File: src/rtl/uart_rx_sampler.sv
// rtl/uart_rx_sampler.sv - 8N1 UART receiver with synchronizer, 3-sample majority vote and break recovery
module uart_rx_sampler #(
  parameter int SERIAL_WCNT = 50
) (
  input  logic       CLK,
  input  logic       RST,
  input  logic       RXD,
  output logic [7:0] DATA,
  output logic       VALID,
  output logic       FERR,
  output logic       BUSY
);

  localparam int H  = SERIAL_WCNT / 2;
  localparam int CW = (SERIAL_WCNT > 2) ? $clog2(SERIAL_WCNT) : 1;

  localparam logic [CW-1:0] CNT_LAST = CW'(SERIAL_WCNT - 1);
  localparam logic [CW-1:0] SMP_EARLY = CW'(H - 1);
  localparam logic [CW-1:0] SMP_MID   = CW'(H);
  localparam logic [CW-1:0] SMP_LATE  = CW'(H + 1);
  localparam logic [CW-1:0] CNT_ONE   = CW'(1);

  typedef enum logic [2:0] {
    S_IDLE,
    S_START,
    S_DATA,
    S_STOP,
    S_BREAK
  } state_t;

  state_t        state;
  logic          sync1;
  logic          rxd_s;
  logic [CW-1:0] cnt;
  logic [CW-1:0] cnt_inc;
  logic [2:0]    bidx;
  logic [7:0]    shreg;
  logic          smp_a;
  logic          smp_b;
  logic          vote;
  logic          decide;

  // Two-flop synchronizer; resets to the idle-high line level
  always_ff @(posedge CLK) begin
    if (RST) begin
      sync1 <= 1'b1;
      rxd_s <= 1'b1;
    end else begin
      sync1 <= RXD;
      rxd_s <= sync1;
    end
  end

  // Bit timer wraps every bit period; majority of the two stored samples and the live one
  always_comb begin
    cnt_inc = (cnt == CNT_LAST) ? '0 : cnt + CNT_ONE;
    vote    = (smp_a & smp_b) | (smp_a & rxd_s) | (smp_b & rxd_s);
    decide  = (cnt == SMP_LATE);
  end

  // Receive FSM: cnt is 0 in the cycle the start edge is seen, so every decision
  // lands at cnt == H+1 of its bit period without ever re-aligning the timer
  always_ff @(posedge CLK) begin
    if (RST) begin
      state <= S_IDLE;
      cnt   <= '0;
      bidx  <= '0;
      shreg <= '0;
      smp_a <= 1'b1;
      smp_b <= 1'b1;
      DATA  <= '0;
      VALID <= 1'b0;
      FERR  <= 1'b0;
      BUSY  <= 1'b0;
    end else begin
      VALID <= 1'b0;
      FERR  <= 1'b0;
      if (cnt == SMP_EARLY) smp_a <= rxd_s;
      if (cnt == SMP_MID)   smp_b <= rxd_s;
      case (state)
        S_IDLE: begin
          cnt  <= '0;
          bidx <= '0;
          if (!rxd_s) begin
            state <= S_START;
            cnt   <= CNT_ONE;
            BUSY  <= 1'b1;
          end
        end
        S_START: begin
          cnt <= cnt_inc;
          if (decide) begin
            if (vote) begin
              state <= S_IDLE;
              cnt   <= '0;
              BUSY  <= 1'b0;
            end else begin
              state <= S_DATA;
            end
          end
        end
        S_DATA: begin
          cnt <= cnt_inc;
          if (decide) begin
            shreg <= {vote, shreg[7:1]};
            bidx  <= bidx + 3'd1;
            if (bidx == 3'd7) state <= S_STOP;
          end
        end
        S_STOP: begin
          cnt <= cnt_inc;
          if (decide) begin
            cnt <= '0;
            if (vote) begin
              DATA  <= shreg;
              VALID <= 1'b1;
              state <= S_IDLE;
              BUSY  <= 1'b0;
            end else begin
              FERR  <= 1'b1;
              state <= S_BREAK;
            end
          end
        end
        S_BREAK: begin
          cnt <= '0;
          if (rxd_s) begin
            state <= S_IDLE;
            BUSY  <= 1'b0;
          end
        end
        default: begin
          state <= S_IDLE;
          cnt   <= '0;
          BUSY  <= 1'b0;
        end
      endcase
    end
  end

endmodule

File: config.mk
export PLATFORM = sky130hd
export DESIGN_NAME = uart_rx_sampler
export DESIGN_NICKNAME = d
export VERILOG_FILES = /design/src/rtl/uart_rx_sampler.sv
export SDC_FILE = /design/constraint.sdc
export NUM_CORES = 1
export LEC_CHECK = 0
export ABC_CLOCK_PERIOD_IN_PS = 4320
export CAP_MARGIN = 40
export CORE_MARGIN = 5
export CORE_UTILIZATION = 58
export CTS_CLUSTER_DIAMETER = 200
export CTS_CLUSTER_SIZE = 16
export DETAILED_ROUTE_END_ITERATION = 8
export GPL_ROUTABILITY_DRIVEN = 0
export PLACE_DENSITY = 0.88
export SLEW_MARGIN = 15
export SYNTH_ARGS = -nofsm -noshare
export SYNTH_HDL_FRONTEND = slang
export SYNTH_SLANG_ARGS = --single-unit
File: constraint.sdc
create_clock -name CLK -period 4.32 [get_ports CLK]
set_input_delay 0.432 -clock CLK [delete_from_list [all_inputs] [get_ports CLK]]
set_output_delay 0.432 -clock CLK [all_outputs]
set_load 0.005 [all_outputs]
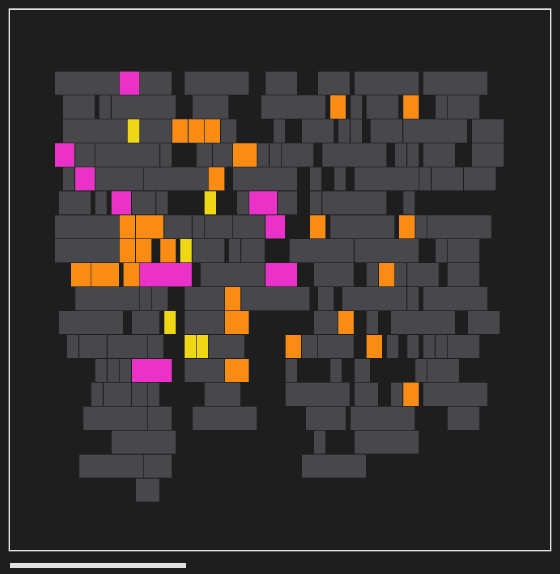
run_1/logic_types.png
The bar under the picture is 20 um long.
family	colour	cells
inverting AOI/OAI gates	orange	25
AND and OR gates	magenta	9
inverters	yellow	6

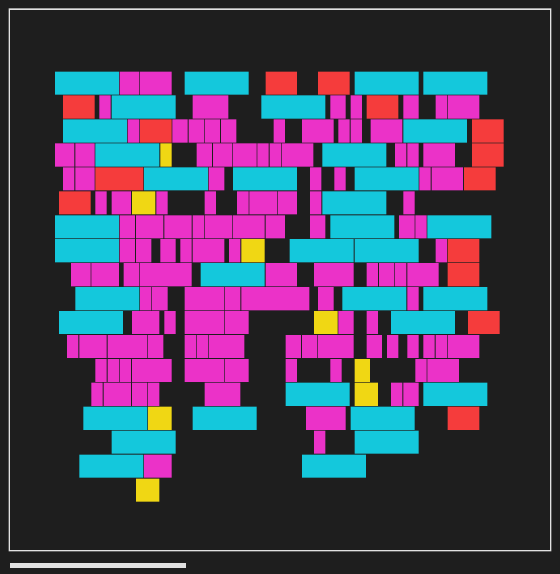
run_1/placement_by_type.png
The bar under the picture is 20 um long.
class	colour	cells
flops	cyan	35
other buffers and delay cells	red	14
combinational and other logic	magenta	122
clock drivers and dummy loads	yellow	8

==> out/metrics.cfg, run 1 <==
[outcome]
status=finished, final reports clean

[synth]
simple_gate_area_share_pct=20.6
ys.flops=35
ys_top_cells_by_area=dfxtp_1 (46%), mux2i_1 (5.9%), nand2_1 (5.4%), a21oi_1 (5.2%), nor2_1 (5.2%)
synth_adder_area_share_pct=5.56
synthesis.area_sq_mm=0.00153
synthCells=166
ys_area_sq_mm=0.00153
postSynthSeqShare_pct=45.8
flop_cell=dfxtp_1
syn_avg_cell_area_sq_um=9.21

[routing]
vias_per_cell=5.74
drt_iter0_drc=36
dr.pass1.iters=4
vias=1200
drt-met1-wl_mm=1.18
drt.antenna.violating_nets=0

[worst_setup_path]
path_depth=5
startpoint=cnt[0]$_SDFF_PP0_
crit_type=reg -> reg
r2r_cells=5
r2r-end=DATA[2]$_SDFFE_PP0P_
critPathMaxStageDelay_ps=540
reg2reg_from=cnt[0]$_SDFF_PP0_
r2r_setup_slack_ps=2490
end_kind=register
cp-start-kind=register
path_max_fanout=9

[die]
chipWidth_um=61.3
top_level_ports=14
initCoreUtil_pct=61.2
row_count=18
die-area_sq_mm=0.00376

[timing]
slew_headroom_pct=61.6
timing.final.hold_violations=0
setup_viol=0
period_used_pct=42.4
hold_ws_ps=431
fin_ws_ps=2490
rsz0062_at_grt=false
fmax_mhz=547

[power_and_ir_drop]
finalPower_mw=0.575
top_power_group=sequential cells
clk-power_mw=0.172
p_int_mw=0.418
sequentialPowerShare_pct=59.4
leakagePower_nw=0.672
combinationalPower_mw=0.0618
vdd_drop_max_v=0.000303

[final_layout]
sh_seq_area_pct=41.0
layout.cells.most_common=dfxtp_1
ff_latch_area_sq_um=701
drive_gt1_share_pct=11.2
nFillCells=199
fin_cells=209
lay_top_cells=dfxtp_1 (35), nand2_1 (22), nor2_1 (21)

[global_route]
met3_usage_pct=4.40
grt_overflow=0
top_usage_layer=met2

[min_path]
hold_start=sync1$_SDFF_PP1_
min_path_cells=1

[clocking]
cts.sinks=35
numCtsBuffers=5
root_buffer=clkbuf_4
cts_tree=built
clock_latency_ps=340
cts_resized=0
cts.path.max_buffers=2
cts.clk_slew.worst_paths_ps=120

[place]
dp.cells=200
dpl.hpwl_mm=1.99
io_buffer_count=13

[job]
warning_count=29

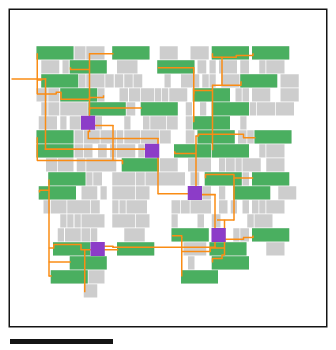
run_1/clk_routes.png
The bar under the picture is 20 um long.
[clock wires] orange | length: 393 um
[flip-flops] green | count: 35
[clock drivers] purple | count: 5
routed clock nets	6
flops lie	spread over the die

run_1/power_grid.png
Pins as bars on the die edge. Tap cells in grey.
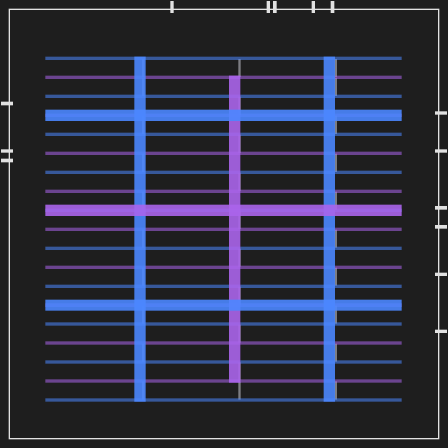

--- run 2 (diff from run 1) ---
--- a/config.mk
+++ b/config.mk
@@ -5,15 +5,15 @@
 export SDC_FILE = /design/constraint.sdc
 export NUM_CORES = 1
 export LEC_CHECK = 0
-export ABC_CLOCK_PERIOD_IN_PS = 4320
+export ABC_CLOCK_PERIOD_IN_PS = 1480
 export CAP_MARGIN = 40
 export CORE_MARGIN = 5
-export CORE_UTILIZATION = 58
+export CORE_UTILIZATION = 50
 export CTS_CLUSTER_DIAMETER = 200
 export CTS_CLUSTER_SIZE = 16
 export DETAILED_ROUTE_END_ITERATION = 8
 export GPL_ROUTABILITY_DRIVEN = 0
-export PLACE_DENSITY = 0.88
+export PLACE_DENSITY = 0.82
 export SLEW_MARGIN = 15
 export SYNTH_ARGS = -nofsm -noshare
 export SYNTH_HDL_FRONTEND = slang
==> constraint.sdc (replaced) <==
create_clock -name CLK -period 1.48 [get_ports CLK]
set_input_delay 0.148 -clock CLK [delete_from_list [all_inputs] [get_ports CLK]]
set_output_delay 0.148 -clock CLK [all_outputs]
set_load 0.005 [all_outputs]
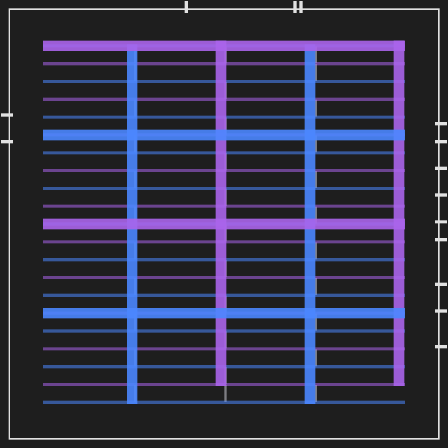
run_2/power_grid.png
Pins as bars on the die edge. Tap cells in grey.
net	colour
VSS	blue
VDD	purple
met1 rails	21
met5 straps	4
signal pins	14
tap cells	33
met4 straps	4

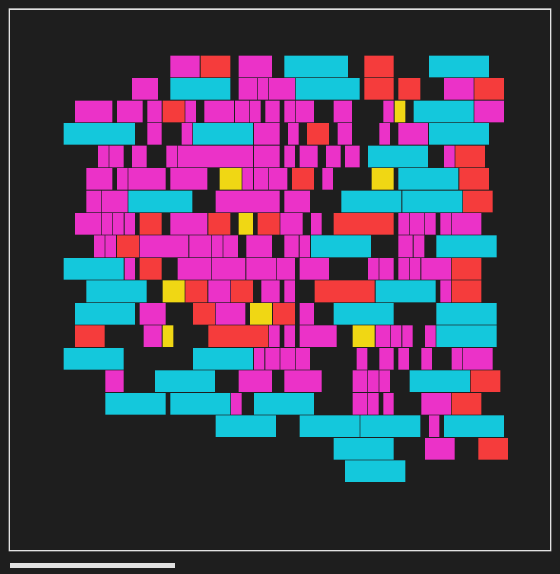
run_2/placement_by_type.png
The bar under the picture is 20 um long.
class	colour	cells
combinational and other logic	magenta	122
flops	cyan	35
other buffers and delay cells	red	29
clock drivers and dummy loads	yellow	8

==> out/metrics.cfg, run 2 <==
[timing]
setup_viol=0  ; unchanged
slew_headroom_pct=81.4  ; +20 points
fin_ws_ps=58.9  ; -2430 ps
period_used_pct=96.0  ; +54 points
rsz0062_at_grt=false
hold_ws_ps=388  ; -42.4 ps
timing.final.hold_violations=0  ; unchanged
fmax_mhz=704  ; +29%

[final_layout]
drive_gt1_share_pct=21.1  ; +10 points
buffer_area_share_pct=15.3
n_all_buffers=29
sh_seq_area_pct=37.7  ; -3.3 points
nFillCells=252  ; +27%
fin_cells=227  ; +8.6%
top_regs=DATA (8), shreg (8), cnt (6)
seq_cells=35
n_antenna_cell=0
lay_top_cells=dfxtp_1 (31), nand2_1 (22), nor2_1 (21)
largest_cell_class=combinational gates
layout.cells.most_common=dfxtp_1
design_area_sq_mm=0.00188
ff_latch_area_sq_um=708  ; +1.1%
comb_area_sq_um=769
nMultiInputCombCells=116
comb_share_pct=40.9

[min_path]
min_path_cells=2  ; +1
hold_start=RXD
min_path_type=in -> reg

[clocking]
cts.clk_slew.worst_paths_ps=90  ; -30 ps
cts_tree=built
holdBufCountCts=0
root_buffer=clkbuf_4
clock_latency_ps=330  ; about the same
htreeDepth=2
cts.path.max_buffers=2  ; unchanged
numCtsBuffers=5  ; unchanged
cts_resized=1  ; +1
cts.sinks=35  ; unchanged

[synth]
muxShareOfSynthArea_pct=6.63
ys.flops=35  ; unchanged
ys_warn_count=0
yosys.area.top_type=dfxtp_1
syn_avg_cell_area_sq_um=9.21  ; unchanged
xor_area_share_pct=2.86
ys_cells=166
top_cell=dfxtp_1
postSynthSeqShare_pct=45.8  ; unchanged
netlist_top_cells_count=dfxtp_1 (35), nand2_1 (22), nor2_1 (21), a21oi_1 (16), mux2i_1 (9)
synthesis.area_sq_mm=0.00153  ; unchanged
ys_types=36
async_flop_share_pct=0
flop_cell=dfxtp_1
ys_area_sq_mm=0.00153  ; unchanged
synthTopLogicFamily=simple AND/OR/NAND/NOR gates
simple_gate_area_share_pct=20.6  ; unchanged
synthCells=166  ; unchanged
synth_adder_area_share_pct=5.56  ; unchanged
ys_top_cells_by_area=dfxtp_1 (46%), mux2i_1 (5.9%), nand2_1 (5.4%), a21oi_1 (5.2%), nor2_1 (5.2%)

[global_route]
grt_antenna_before_repair=0
grt_overflow=0  ; unchanged
grt_pass1_vias=1318
grt_start_max_net_pins=28
grtUsageMet1_pct=16.0
top_usage_layer=met2
met3_usage_pct=4.79  ; +0.38 points

[die]
die-area_sq_mm=0.00426  ; +13%
initCoreUtil_pct=50.9  ; -10 points
chipWidth_um=65.3  ; +6.4%
tapCellCount=33
top_level_ports=14  ; unchanged
fp.dieH_um=65.3
row_count=20  ; +2

[power_and_ir_drop]
combinationalPower_mw=0.238  ; +290%
clk-power_mw=0.475  ; +180%
leakagePower_nw=0.759  ; +13%
swShare_pct=26.4
sequentialPowerShare_pct=58.1  ; -1.3 points
top_power_group=sequential cells
vdd_drop_max_v=0.000605  ; +100%
pwr-share-comb_pct=14.0
p_int_mw=1.25  ; +200%
p_clk_share_pct=27.9
pg_seq_mw=0.988
power_density_mw_per_mm2=905
finalPower_mw=1.70  ; +200%

[worst_setup_path]
r2r_cells=5  ; unchanged
crit_path_end=DATA[1]$_SDFFE_PP0P_
cp-start-kind=register
critPathMaxStageDelay_ps=380  ; -160 ps
path_depth=5  ; unchanged
r2r-end=DATA[1]$_SDFFE_PP0P_
cp.arrival_ps=1620
r2r_setup_slack_ps=60  ; -2430 ps
startpoint=smp_a$_SDFFE_PP1N_
cp_slowest_cell=maj3_1
path_max_fanout=9  ; unchanged
reg2reg_from=smp_a$_SDFFE_PP1N_
crit_type=reg -> reg
end_kind=register

[job]
warning_count=29  ; unchanged
cap_viol_max_count=0

[routing]
wl_met3_um=192
drt-met1-wl_mm=1.26  ; +6.7%
vias_per_cell=5.64  ; -1.8%
vias=1280  ; +6.7%
dr.pass1.iters=4  ; unchanged
routedWlPerCell_um=13.7
maxUsedRoutingLayer=met4
drt_iter0_drc=126  ; +250%
totalWireLength_mm=3.11
drt.antenna.violating_nets=0  ; unchanged
drcViolationCount=0
met2_length_mm=1.61

[place]
io_buffer_count=13  ; unchanged
place_ws_ps=-69.1
dpl.hpwl_mm=2.24  ; +12%
dp.cells=217  ; +8.5%

[outcome]
status=finished, final reports clean

No activity file was given, so power comes from the tool's default toggle rates.
